## config.mk

```make
export PLATFORM = sky130hd
export DESIGN_NAME = output_buffer_lsu
export DESIGN_NICKNAME = d
export VERILOG_FILES = /design/src/rtl/output_buffer_lsu.sv
export SDC_FILE = /design/constraint.sdc
export NUM_CORES = 1
export LEC_CHECK = 0
export ABC_AREA = 0
export CAP_MARGIN = 25
export CORE_ASPECT_RATIO = 1.1
export CORE_UTILIZATION = 43
export CTS_CLUSTER_DIAMETER = 120
export CTS_CLUSTER_SIZE = 16
export DETAILED_ROUTE_END_ITERATION = 12
export PLACE_DENSITY = 0.76
export SLEW_MARGIN = 30
export SYNTH_ARGS = -nofsm -noshare
export SYNTH_HDL_FRONTEND = slang
export SYNTH_SLANG_ARGS = --single-unit
```

## constraint.sdc

```tcl
create_clock -name i_clk -period 4.57 [get_ports i_clk]
set_input_delay 0.6855 -clock i_clk [delete_from_list [all_inputs] [get_ports i_clk]]
set_output_delay 0.6855 -clock i_clk [all_outputs]
set_load 0.005 [all_outputs]
```

## src/rtl/output_buffer_lsu.sv

```systemverilog
// output_buffer_lsu
//   Output-peripheral register bank at 0x7000-0x703F behind the LSU store
//   decoder. Holds LEDR/LEDG, eight seven-segment patterns and an LCD
//   shadow register, all written with byte masks, and returns registered
//   read-back one cycle after the address is presented.
//
//   Optional feature macro: OUTBUF_LCD_EN
//     defined   : LCD writes are paced by an IDLE->SETUP->PULSE->HOLD FSM that
//                 drives EN; stores while busy are dropped and flagged in a
//                 sticky status bit at 0x34.
//     undefined : 0x30 is a plain register, EN is its bit 10, 0x34 reads 0,
//                 o_lcd_busy is tied low.
//
// Ports
//   i_clk, i_rst          clock, asynchronous active-high reset
//   i_st_en               store strobe
//   i_lsu_addr[15:0]      byte address (window re-checked here)
//   i_wr_op_data[31:0]    store data
//   i_bmask[3:0]          byte-lane write enables
//   o_ld_op_data[31:0]    registered read data
//   o_io_ledr/o_io_ledg   LED outputs (17 / 8 bits used)
//   o_io_hex0..7[6:0]     seven-segment patterns
//   o_io_lcd[31:0]        {ON, 20'b0, EN, RS, RW, data[7:0]}
//   o_lcd_busy            LCD FSM not idle
module output_buffer_lsu #(
    parameter int SETUP_CYC = 2,
    parameter int PULSE_CYC = 4,
    parameter int HOLD_CYC  = 2
) (
    input  logic        i_clk,
    input  logic        i_rst,
    input  logic        i_st_en,
    input  logic [15:0] i_lsu_addr,
    input  logic [31:0] i_wr_op_data,
    input  logic [3:0]  i_bmask,
    output logic [31:0] o_ld_op_data,
    output logic [31:0] o_io_ledr,
    output logic [31:0] o_io_ledg,
    output logic [6:0]  o_io_hex0,
    output logic [6:0]  o_io_hex1,
    output logic [6:0]  o_io_hex2,
    output logic [6:0]  o_io_hex3,
    output logic [6:0]  o_io_hex4,
    output logic [6:0]  o_io_hex5,
    output logic [6:0]  o_io_hex6,
    output logic [6:0]  o_io_hex7,
    output logic [31:0] o_io_lcd,
    output logic        o_lcd_busy
);

    localparam logic [9:0]  WINDOW   = 10'b0111_0000_00;
    localparam logic [31:0] LCD_MASK = 32'h8000_07FF;   // ON + EN/RS/RW + data

    localparam logic [3:0] OFF_LEDR = 4'h0;
    localparam logic [3:0] OFF_LEDG = 4'h4;
    localparam logic [3:0] OFF_HEXL = 4'h8;
    localparam logic [3:0] OFF_HEXH = 4'h9;
    localparam logic [3:0] OFF_LCD  = 4'hC;
    localparam logic [3:0] OFF_STAT = 4'hD;

    logic        hit;
    logic [3:0]  off;
    logic        wr_ok;
    logic [31:0] bmask32;

    logic [16:0] ledr_q;
    logic [7:0]  ledg_q;
    logic [6:0]  hex_q [8];
    logic [31:0] lcd_q;
    logic [31:0] lcd_merged;
    logic [31:0] stat_rd;
    logic [31:0] rd_mux;
    logic        unused_ok;

    assign hit        = (i_lsu_addr[15:6] == WINDOW);
    assign off        = i_lsu_addr[5:2];
    assign wr_ok      = i_st_en && hit;
    assign bmask32    = {{8{i_bmask[3]}}, {8{i_bmask[2]}}, {8{i_bmask[1]}}, {8{i_bmask[0]}}};
    assign lcd_merged = (lcd_q & ~(bmask32 & LCD_MASK)) | (i_wr_op_data & bmask32 & LCD_MASK);

    assign o_io_ledr = {15'b0, ledr_q};
    assign o_io_ledg = {24'b0, ledg_q};
    assign o_io_hex0 = hex_q[0];
    assign o_io_hex1 = hex_q[1];
    assign o_io_hex2 = hex_q[2];
    assign o_io_hex3 = hex_q[3];
    assign o_io_hex4 = hex_q[4];
    assign o_io_hex5 = hex_q[5];
    assign o_io_hex6 = hex_q[6];
    assign o_io_hex7 = hex_q[7];

    // LED and seven-segment registers
    always_ff @(posedge i_clk or posedge i_rst) begin
        if (i_rst) begin
            ledr_q <= '0;
            ledg_q <= '0;
            for (int k = 0; k < 8; k++) hex_q[k] <= '0;
        end else begin
            if (wr_ok && off == OFF_LEDR)
                ledr_q <= (ledr_q & ~bmask32[16:0]) | (i_wr_op_data[16:0] & bmask32[16:0]);
            if (wr_ok && off == OFF_LEDG && i_bmask[0])
                ledg_q <= i_wr_op_data[7:0];
            for (int k = 0; k < 4; k++) begin
                if (wr_ok && i_bmask[k]) begin
                    if (off == OFF_HEXL) hex_q[k]   <= i_wr_op_data[8*k +: 7];
                    if (off == OFF_HEXH) hex_q[k+4] <= i_wr_op_data[8*k +: 7];
                end
            end
        end
    end

`ifdef OUTBUF_LCD_EN
    typedef enum logic [1:0] {IDLE, SETUP, PULSE, HOLD} lcd_st_t;

    lcd_st_t     st_q;
    logic [15:0] cnt_q;
    logic        en_q;
    logic        busy_q;
    logic        drop_q;
    logic        lcd_st;
    logic        lcd_ready;
    logic        accept;
    logic        drop_ev;
    logic        clr_ev;

    // Ready one cycle early on the last HOLD cycle, so a store seen at the
    // edge where busy falls starts the next transaction back-to-back.
    assign lcd_ready = (st_q == IDLE) ||
                       (st_q == HOLD && cnt_q == 16'(HOLD_CYC - 1));
    assign lcd_st    = wr_ok && off == OFF_LCD && (|i_bmask);
    assign accept    = lcd_st && lcd_ready;
    assign drop_ev   = lcd_st && !lcd_ready;
    assign clr_ev    = wr_ok && off == OFF_STAT;

    always_ff @(posedge i_clk or posedge i_rst) begin
        if (i_rst) begin
            st_q   <= IDLE;
            cnt_q  <= '0;
            en_q   <= 1'b0;
            busy_q <= 1'b0;
            drop_q <= 1'b0;
            lcd_q  <= '0;
        end else begin
            // set dominates clear
            if (drop_ev)     drop_q <= 1'b1;
            else if (clr_ev) drop_q <= 1'b0;

            if (accept) begin
                lcd_q  <= lcd_merged;
                st_q   <= SETUP;
                cnt_q  <= '0;
                en_q   <= 1'b0;
                busy_q <= 1'b1;
            end else begin
                case (st_q)
                    SETUP: begin
                        if (cnt_q == 16'(SETUP_CYC - 1)) begin
                            st_q  <= PULSE;
                            cnt_q <= '0;
                            en_q  <= 1'b1;
                        end else begin
                            cnt_q <= cnt_q + 16'd1;
                        end
                    end
                    PULSE: begin
                        if (cnt_q == 16'(PULSE_CYC - 1)) begin
                            st_q  <= HOLD;
                            cnt_q <= '0;
                            en_q  <= 1'b0;
                        end else begin
                            cnt_q <= cnt_q + 16'd1;
                        end
                    end
                    HOLD: begin
                        if (cnt_q == 16'(HOLD_CYC - 1)) begin
                            st_q   <= IDLE;
                            cnt_q  <= '0;
                            busy_q <= 1'b0;
                        end else begin
                            cnt_q <= cnt_q + 16'd1;
                        end
                    end
                    default: ;
                endcase
            end
        end
    end

    assign o_io_lcd   = {lcd_q[31], 20'b0, en_q, lcd_q[9:0]};
    assign o_lcd_busy = busy_q;
    assign stat_rd    = {30'b0, drop_q, busy_q};
    assign unused_ok  = ^{i_lsu_addr[1:0], lcd_q[30:11]};
`else
    always_ff @(posedge i_clk or posedge i_rst) begin
        if (i_rst)                    lcd_q <= '0;
        else if (wr_ok && off == OFF_LCD) lcd_q <= lcd_merged;
    end

    assign o_io_lcd   = lcd_q;
    assign o_lcd_busy = 1'b0;
    assign stat_rd    = 32'b0;
    assign unused_ok  = ^{i_lsu_addr[1:0], 32'(SETUP_CYC), 32'(PULSE_CYC), 32'(HOLD_CYC)};
`endif

    // Read mux sees pre-write register contents; result registered every cycle.
    always_comb begin
        rd_mux = 32'b0;
        if (hit) begin
            case (off)
                OFF_LEDR: rd_mux = {15'b0, ledr_q};
                OFF_LEDG: rd_mux = {24'b0, ledg_q};
                OFF_HEXL: rd_mux = {1'b0, hex_q[3], 1'b0, hex_q[2], 1'b0, hex_q[1], 1'b0, hex_q[0]};
                OFF_HEXH: rd_mux = {1'b0, hex_q[7], 1'b0, hex_q[6], 1'b0, hex_q[5], 1'b0, hex_q[4]};
                OFF_LCD:  rd_mux = lcd_q;
                OFF_STAT: rd_mux = stat_rd;
                default:  rd_mux = 32'b0;
            endcase
        end
    end

    always_ff @(posedge i_clk or posedge i_rst) begin
        if (i_rst) o_ld_op_data <= '0;
        else       o_ld_op_data <= rd_mux;
    end

endmodule
```

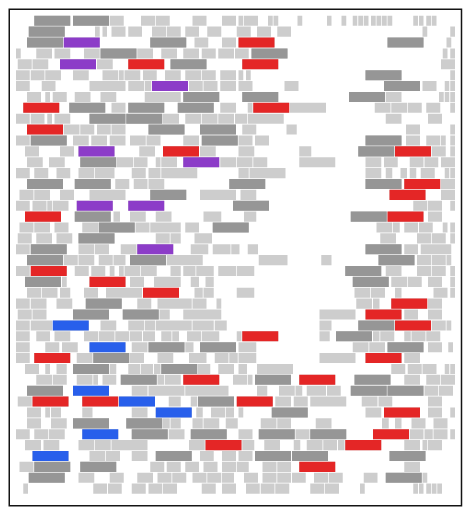
Figure 1: where the registers sit.
Drawn at 4 px/µm.
| colour | netlist name | placed flops |
|---|---|---|
| blue | o_io_hex5 | 7 |
| purple | ledg_q | 8 |
| red | o_ld_op_data | 31 |
Seq. cell area: 3100 µm²
fin util: 61.7%
seq pwr: 1.10 mW
flop share of the area: 38.2%

==> flow_metrics.env <==
# physical design summary
export IMPL_dp_cells=749
export IMPL_synth_top_cell_area_share_pct=53.6
export IMPL_logic_family="multiplexers"
export IMPL_ys_async_sr_fraction_pct=100
export IMPL_fillers=1036
export IMPL_grt_max_degree=69
export IMPL_dieArea_um2=13900
export IMPL_fmax_mhz=351
export IMPL_setup_ws_ns=1.72
export IMPL_setup_viol_count_final=0
export IMPL_grt_pass1_wl_um=22800
export IMPL_yosys_cells=428
export IMPL_fp_coreArea_um2=13200
export IMPL_drcViolationCount=0
export IMPL_p_leak_nw=3.86
export IMPL_ctsHoldBuffers=0
export IMPL_dieHeight_um=124
export IMPL_htree_levels=4
export IMPL_irDropWorstVdd_uv=201
export IMPL_tool_warnings=29
export IMPL_cp_start_kind="input pin"
export IMPL_clk_latency_ns=0.41
export IMPL_placedInstanceArea_um2=7530
export IMPL_rows=44
export IMPL_edf_count=0
export IMPL_cp_data_required_time_ns=4.86
export IMPL_postSynthSeqShare_pct=53.6
export IMPL_ys_sh_mux_pct=24.2
export IMPL_worst_setup_path_end_kind="flip-flop"
export IMPL_synth_adder_area_share_pct=0
export IMPL_ys_flop_type="dfrtp_1"
export IMPL_drt_initial_drc_count=175
export IMPL_postRouteAntennaNets=0
export IMPL_tritoncts="yes"
export IMPL_yosysTopAreaCell="dfrtp_1"
export IMPL_layout_area_comb_um2=2410
export IMPL_yosysUniqueCellTypes=31
export IMPL_hold_path_class="flip-flop to flip-flop"
export IMPL_post_cts_buffers=0
export IMPL_rsz0062_at_grt="no"
export IMPL_status="complete, no violations"
export IMPL_combPwrFrac_pct=5.5
export IMPL_netSwitchingPower_mw=0.583
export IMPL_syn_cell_area_um2=5790
export IMPL_cap_violations=0
export IMPL_synth_flops=124
export IMPL_dp_slack_ns=1.28
export IMPL_cts_resized_gates=0
export IMPL_tightest_slew_ns=0.814
export IMPL_clkPwrFrac_pct=50.8
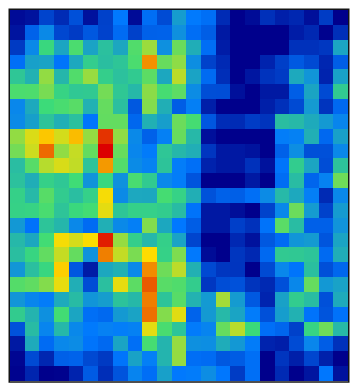
Figure 2: signal metal coverage by tile.
Drawn at 3 px/µm. The die is cut into 23 by 25 equal tiles; dark blue is low, red is high, scaled to the fullest tile. Values are wire area over tile area, all layers added.
densest ninth of the die: middle left
fullest tile: 0.56
emptiest ninth of the die: upper right
tiles over half the peak: 18%
mean over tiles: 0.17
final WL: 14900 µm
routed len/inst: 19.0 µm
GRT Util Overall: 22.1%
vias: 4050

-- cell type report --
cell class | instances | share of cell area (%)
clock inverter | 12 | 1.40
sequential | 124 | 38.2
multi-input combinational | 280 | 29.7
timing repair buffer | 183 | 22.5
clock buffer | 19 | 5.58
inverter | 2 | 0.123
tap | 161 | 2.48
-- metal layers --
metal / GRT usage (%) / vias to the layer above / part of all wire (%)
met4: 11.3 / 0 / 2.4
met2: 36.6 / 201 / 50
met1: 25.3 / 2035 / 39
met5: 0 / - / 0
met3: 8.08 / 24 / 8.3
li1: - / 1790 / -
-- cells by family after synthesis --
kind of cell / after synthesis
buf+inv: 84
mux: 126
other cells: 1
flops: 124
compound gates: 23
simple gates: 70
-- cells in the final DEF (no fill, tap or decap), types with 5 or more instances in the layout --
cell               n
clkbuf_16         17
nand4_2           12
mux2i_1           13
nand4_1            5
clkdlybuf4s50_1  174
and3b_1            7
buf_4              6
nor3_1            13
a222oi_1           7
mux2_2           113
dfrtp_1          124
a22oi_1            8
conb_1            61
nor2_1            16
-- power by group through the flow --
stage                     Clock (mW)  Sequential [mW]  Combinational, mW
after floorplan                    0             1.12             0.0981
after global placement             0             1.12              0.135
after detailed placement           0             1.12              0.138
after CTS                       1.30             1.10              0.138
after global routing            1.35             1.10              0.153
final                           1.28             1.10              0.137
-- Yosys cell counts, types with 4 or more instances --
cell,n
dfrtp_1,124
mux2_2,113
buf_4,64
nor2_1,16
nor3_1,14
mux2i_1,13
nand4_2,12
a22oi_1,8
buf_2,8
a222oi_1,7
and3b_1,7
clkbuf_1,7
nand4_1,5
and4_1,4
-- stage by stage --
step / utilization [%] / hold WS (ns)
floorplan: - / 0.519
global placement: 57.2 / 0.508
detailed placement: 57.2 / 0.516
CTS: 61.6 / 0.530
global route: 61.7 / 0.549
finish: 61.7 / 0.528
-- worst max-delay path: stages --
cell,delay [ns]
clkdlybuf4s50_1,0.74
nor4bb_4,0.88
nand4_2,0.43
mux2_2,0.40
-- final timing paths --
kind | slack, ns | cells past startpoint | end | start
setup / recovery | 1.72 | 4 | flip-flop | i_lsu_addr[3]
hold / removal | 0.53 | 1 | o_io_hex1[4]$_DFFE_PP0P_ | o_io_hex1[4]$_DFFE_PP0P_
setup reg to reg | 3.32 | 3 | o_ld_op_data[0]$_DFF_PP0_ | o_io_hex4[0]$_DFFE_PP0P_
hold reg to reg | 0.53 | 1 | o_io_hex1[4]$_DFFE_PP0P_ | o_io_hex1[4]$_DFFE_PP0P_
max in group asynchronous | 3.00 | 3 | o_ld_op_data[1]$_DFF_PP0_ | i_rst
min in group asynchronous | 0.74 | 2 | o_io_hex3[6]$_DFFE_PP0P_ | i_rst
Power is estimated from default activity; no workload was simulated.
